==> config.mk <==
export PLATFORM = sky130hd
export DESIGN_NAME = flash_read_seq
export DESIGN_NICKNAME = d
export VERILOG_FILES = /design/src/rtl/flash_read_seq.sv
export SDC_FILE = /design/constraint.sdc
export NUM_CORES = 1
export LEC_CHECK = 0
export CAP_MARGIN = 20
export CORE_MARGIN = 10
export CORE_UTILIZATION = 50
export DETAILED_ROUTE_END_ITERATION = 8
export HOLD_SLACK_MARGIN = 0.1
export PLACE_DENSITY_LB_ADDON = 0.25
export SLEW_MARGIN = 15
export SYNTH_ARGS = -nofsm -noshare
export SYNTH_HDL_FRONTEND = slang
export SYNTH_SLANG_ARGS = --single-unit
==> constraint.sdc <==
create_clock -name clk_i -period 3.8 [get_ports clk_i]
set_clock_uncertainty 0.1 [all_clocks]
set_input_delay 1.14 -clock clk_i [delete_from_list [all_inputs] [get_ports clk_i]]
set_output_delay 1.14 -clock clk_i [all_outputs]
set_load 0.1 [all_outputs]
Run 1, gate families picked out:
(3 px per um)
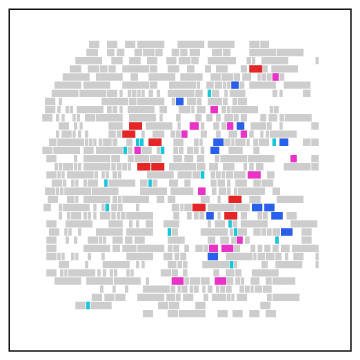
Cyan is inv cells, cells 16. Blue is non-inverting ao/oa cells, cells 12. Magenta is and/or cells, cells 15. Red is fa/ha/maj cells, cells 9, where middle.
most used logic cell in the final layout: nand2_1
logic share of the area: 41.2%
Post-Layout Cell Count: 659

Run 1, routed metal per tile:
(2 px per um) 23 x 23 tiles, from dark purple (low) to yellow (high), scaled to the fullest tile. Values are wire area over tile area, all layers added.
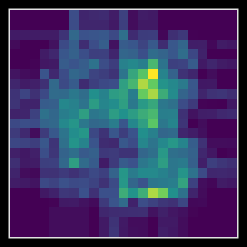
The emptiest ninth of the die: bottom left. 7.8% of the tiles are over half the peak. The mean over all tiles is 0.15. 21% of the tiles are nearly empty. The fullest tile reaches 0.74.
All-Layer GR Usage: 18.2%
per-cell routed wire length: 17.6 um

Run 1, signal wires by layer:
(3 px per um) Two of the layers only.
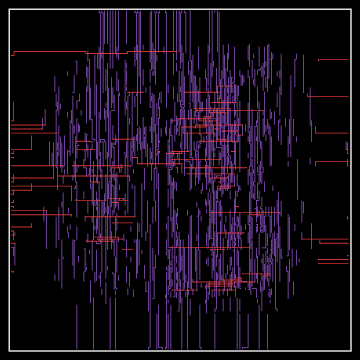
Purple is metal 2, wire length 5830 um. Red is metal 3, wire length 828 um.
via count: 3892
Routed WL: 11.6 mm

==> impl_metrics.yaml, run 1 <==
# flow metrics
cells_and_area:
  area_growth_pct: 21.6
  layout.area.comb_mm2: 0.00219
  regArea_mm2: 0.00193
  antenna_cells: 0
  nNetsFinal: 608
synth:
  yosys.area.top_type: "dfrtp_1"
  yosys_warnings: 0
  async_flop_share_pct: 100
  ys_seq_share_pct: 44.2
  area_leaders: "dfrtp_1 (44%), nand2_1 (8.7%), o21ai_0 (3.8%)"
  synth-edff-count: 0
global_routing:
  grt_pass1_wl_mm: 19.5
  grt_max_degree: 35
  grt_overflow_total: 0
  use_met1_pct: 22.8
  grt_util_met2_pct: 30.4
hold_path:
  whs_path_depth: 2
  hold_path.class: "reg -> reg"
sta:
  fmax_mhz: 358
  hold_violations: 0
  setup_viol: 0
worst_setup_path:
  worstSetupPathType: "in -> reg"
power:
  power.leakage_nw: 2.39
  seqPwrFrac_pct: 33.3
  ir_worst_vdd_v: 0.000382
  p_sw_w: 0.00221
floorplan:
  fp_util_pct: 50.8
  dieHeight_um: 113
  die_width_um: 113
drt:
  ant_nets: 0
  first_iter_violations: 228
run_status:
  status: "complete, no violations"
placed_design:
  hpwlAfterDp_mm: 8.32
  placed_cell_area_mm2: 0.00513
run:
  maxCapViolations: 0
clocking:
  post_cts_buffers: 0
  cts_resized: 0
  clock-root-buffer: "clkbuf_8"
  cts_num_sinks: 77
  clk_pin_slew_ns: 0.09
run 1: metal layers:
metal / share of wire, % / wire length (um)
met1: 41 / 4770
met2: 50 / 5830
met3: 7.1 / 828
met4: 1.7 / 200
met5: 0 / 0
run 1: area by class of cell:
cell class | count | share of cell area, %
Multi-Input combinational cell | 352 | 41.2
Clock buffer | 9 | 2.33
Timing Repair Buffer | 90 | 15.4
Tap cell | 108 | 2.54
Inverter | 16 | 1.13
Sequential cell | 77 | 36.3
Clock inverter | 7 | 1.11
run 1: stage by stage:
step	setup slack, ns	utilization, %	hold WS, ns
2_1_floorplan	0.595	-	0.345
3_3_place_gp	0.702	59.7	0.357
3_5_place_dp	0.638	59.7	0.362
4_1_cts	1.03	61.8	0.382
5_1_grt	0.825	61.8	0.397
6_report	1.00	61.8	0.382
run 1: power by group through the flow:
| stage | clock [W] | combinational, W | sequential [W] |
|---|---|---|---|
| 2_1_floorplan | 0 | 0.00129 | 0.00189 |
| 3_3_place_gp | 0 | 0.00223 | 0.00143 |
| 6_report | 0.000594 | 0.00229 | 0.00145 |
| 4_1_cts | 0.000610 | 0.00229 | 0.00144 |
| 5_1_grt | 0.000639 | 0.00249 | 0.00149 |
| 3_5_place_dp | 0 | 0.00227 | 0.00145 |
run 1: worst max-delay path: stages:
cell             delay [ns]
clkdlybuf4s50_1        0.68
nand2_1                0.18
nor4_4                 0.55
mux2_1                 0.39
run 1: kinds of logic (layout without fill, tap and decap cells):
family | Yosys count | in the layout | share of synthesized area [%]
other | 1 | 3 | 0.0859
AND-OR/OR-AND | 128 | 128 | 19.9
AND/OR/NAND/NOR | 192 | 192 | 22.3
XOR/XNOR | 2 | 2 | 0.401
buffers and inverters | 48 | 122 | 5.96
adder cells (fa/ha/maj) | 9 | 9 | 2.58
flip-flops | 77 | 77 | 44.2
multiplexers | 18 | 18 | 4.56
run 1: synthesized netlist by cell type, drive strengths merged, types with 3 or more instances:
| master | n |
|---|---|
| o2bb2ai | 8 |
| a22oi | 5 |
| nor2b | 5 |
| clkbuf | 10 |
| or3 | 5 |
| a21oi | 29 |
| o21ai | 37 |
| nand2b | 7 |
| buf | 22 |
| o22ai | 7 |
| mux2 | 15 |
| ha | 9 |
| a221oi | 4 |
| a2bb2oi | 4 |
| a31oi | 5 |
| a21o | 3 |
| mux2i | 3 |
| inv | 15 |
| a222oi | 6 |
| nor3 | 10 |
| nand2 | 101 |
| nand3 | 7 |
| nor2 | 27 |
| dfrtp | 76 |
| nor4 | 11 |
| or4 | 3 |
==> run 1 -> run 2 <==
--- a/config.mk
+++ b/config.mk
@@ -7,7 +7,7 @@
 export LEC_CHECK = 0
 export CAP_MARGIN = 20
 export CORE_MARGIN = 10
-export CORE_UTILIZATION = 50
+export CORE_UTILIZATION = 47
 export DETAILED_ROUTE_END_ITERATION = 8
 export HOLD_SLACK_MARGIN = 0.1
 export PLACE_DENSITY_LB_ADDON = 0.25
==> constraint.sdc (replaced) <==
create_clock -name clk_i -period 2.5 [get_ports clk_i]
set_clock_uncertainty 0.1 [all_clocks]
set_input_delay 0.75 -clock clk_i [delete_from_list [all_inputs] [get_ports clk_i]]
set_output_delay 0.75 -clock clk_i [all_outputs]
set_load 0.1 [all_outputs]
Run 2, routed metal per tile:
(2 px per um) 23 x 23 tiles, from dark purple (low) to yellow (high), scaled to the fullest tile. Values are wire area over tile area, all layers added.
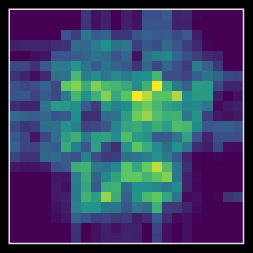
The densest ninth of the die: middle. The fullest tile reaches 0.54. The emptiest ninth of the die: bottom right.
per-cell routed wire length: 17.1 um
All-Layer GR Usage: 18.0%
Routed WL: 11.8 mm
via count: 3978

==> impl_metrics.yaml, run 2 <==
# flow metrics
run_status:
  status: "complete, no violations"
hold_path:
  hold_path.class: "reg -> reg"
  whs_path_depth: 2
synth:
  area_leaders: "dfrtp_1 (44%), nand2_1 (8.7%), o21ai_0 (3.8%)"
  xor_share_pct: 0.401
  yosys_warnings: 0
  ys_sh_adder_pct: 2.58
  ys_types: 73
  netlist.area_leader.share_pct: 43.6
  ys_seq_share_pct: 44.2
  async_flop_share_pct: 100
  common_cells: "nand2_1 (101), dfrtp_1 (76), o21ai_0 (33)"
  syn_area_per_cell_um2: 9.19
  simple_gate_area_share_pct: 22.3
  syn_area_mm2: 0.00437
  ys.flops: 77
  yosys.area.top_type: "dfrtp_1"
  compound_area_share_pct: 19.9
  ys_sh_mux_pct: 4.56
  ff_type: "dfrtp_1"
  synth-edff-count: 0
  top_cell: "nand2_1"
  ys_top_logic_family: "simple AND/OR/NAND/NOR gates"
global_routing:
  grt_pass1_wl_mm: 19.8
  antenna_found_initial: 0
  grt_max_degree: 78
  grt_overflow_total: 0
  grt_pass1_vias: 4115
clocking:
  post_cts_buffers: 0
  cts_resized: 0
  worstSkewPairLatency_ns: 0.35
  numCtsBuffers: 9
  cts_tree: "yes"
  cts_num_sinks: 77
  clock-root-buffer: "clkbuf_8"
  clk_pin_slew_ns: 0.10
sta:
  relSlewSlack_pct: 64.6
  slew_violations: 0
  fmax_mhz: 432
  period_minus_slack_ns: 2.31
  min_period_over_period_pct: 92.5
  worstMarginPinSlew_ns: 0.527
  tns_ns: 0
  setup_viol: 0
  hold_violations: 0
drt:
  maxUsedRoutingLayer: "met4"
  ant_nets: 0
  wl_met1_mm: 5.20
  wl_met3_um: 757
  wl_met2_mm: 5.69
  vias_per_cell: 5.77
  first_pass_iters: 5
  first_iter_violations: 376
  drc: 0
floorplan:
  fp_util_pct: 47.7
  num_rows: 35
  dieHeight_um: 116
  die_width_um: 116
  chipArea_mm2: 0.0135
cells_and_area:
  instances_no_fill: 690
  mostFrequentLayoutCells: "nand2_1 (101), dfrtp_1 (75), buf_4 (62), clkdlybuf4s50_1 (52), o21ai_0 (33)"
  antenna_cells: 0
  drive_gt1_share_pct: 19.3
  postLayoutCoreUtil_pct: 60.8
  nNetsFinal: 636
  final_area_mm2: 0.00557
  area_growth_pct: 27.5
  lay_top_count: "nand2_1"
  largest_reg_flops: 24
power:
  powerDensity_mw_per_mm2: 1230
  ir_worst_vdd_v: 0.000611
  power.leakage_nw: 2.54
worst_setup_path:
  crit_buf_inv: 1
  startpoint_type: "flop"
  slowest_stage: "dfrtp_1"
  arrival_ns: 2.44
  r2r_cells: 7
  path_cells: "inv_1 > ha_1 > nor4bb_1 > and4_1 > o31ai_1 > a311o_1 > mux2_2"
  cp-end-kind: "flop"
  critPathTopFamily: "simple AND/OR/NAND/NOR gates"
  cp.depth: 7
  max_stage_delay_ns: 0.44
  worstSetupPathType: "reg -> reg"
placed_design:
  placed_cell_area_mm2: 0.00538
  place_congestion: 0.897
  dpl.cell_count: 674
  hpwlAfterDp_mm: 8.82
run:
  maxCapViolations: 0
-- run 2: stage by stage --
stage | worst slack (ns) | power, W | hold slack (ns)
after floorplan | 0.0622 | 0.00484 | 0.345
after global placement | -0.0981 | 0.00587 | 0.359
after detailed placement | -0.144 | 0.00596 | 0.365
after CTS | 0.201 | 0.00686 | 0.388
after global routing | 0.0858 | 0.00734 | 0.413
final | 0.188 | 0.00685 | 0.388
-- run 2: cell families after synthesis --
logic type	Yosys count
other	1
xor gates and xnor gates	2
DFF	77
adders and majority gates	9
buffers and inverters	48
and+or+nand+nor	192
AOI/OAI and AO/OA	128
muxes	18
-- run 2: area by class of cell --
type | count | area (um2) | area share (%)
repair buffers | 118 | 1070 | 19.1
clock buffers | 9 | 124 | 2.22
multi-input cells | 352 | 2190 | 39.2
flip-flops and latches | 77 | 1930 | 34.6
inverters | 16 | 63.8 | 1.15
well taps | 111 | 139 | 2.49
clock inverters | 7 | 61.3 | 1.10
-- run 2: per-layer routing --
metal,vias to the layer above,track usage [%]
met5,-,0
met4,0,5.67
met3,13,4.21
met2,129,28.3
met1,1930,23.8
li1,1906,-
-- run 2: power by group --
| group | leakage, nW | switching (W) | internal (W) |
|---|---|---|---|
| logic | 1.48 | 0.00241 | 0.00137 |
| clock network | 0.0892 | 0.000521 | 0.000382 |
| registers | 0.975 | 0.000459 | 0.00171 |
| total | 2.54 | 0.00339 | 0.00346 |
-- run 2: worst register-to-register path: cells and delay by family (launching register included) --
kind                     cells  cell delay (ns)
AND/OR/NAND/NOR              2             0.53
flip-flops                   1             0.44
AND-OR/OR-AND                2             0.43
adder cells (fa/ha/maj)      1             0.27
multiplexers                 1             0.27
buffers and inverters        1             0.15
Power is estimated from default activity; no workload was simulated.
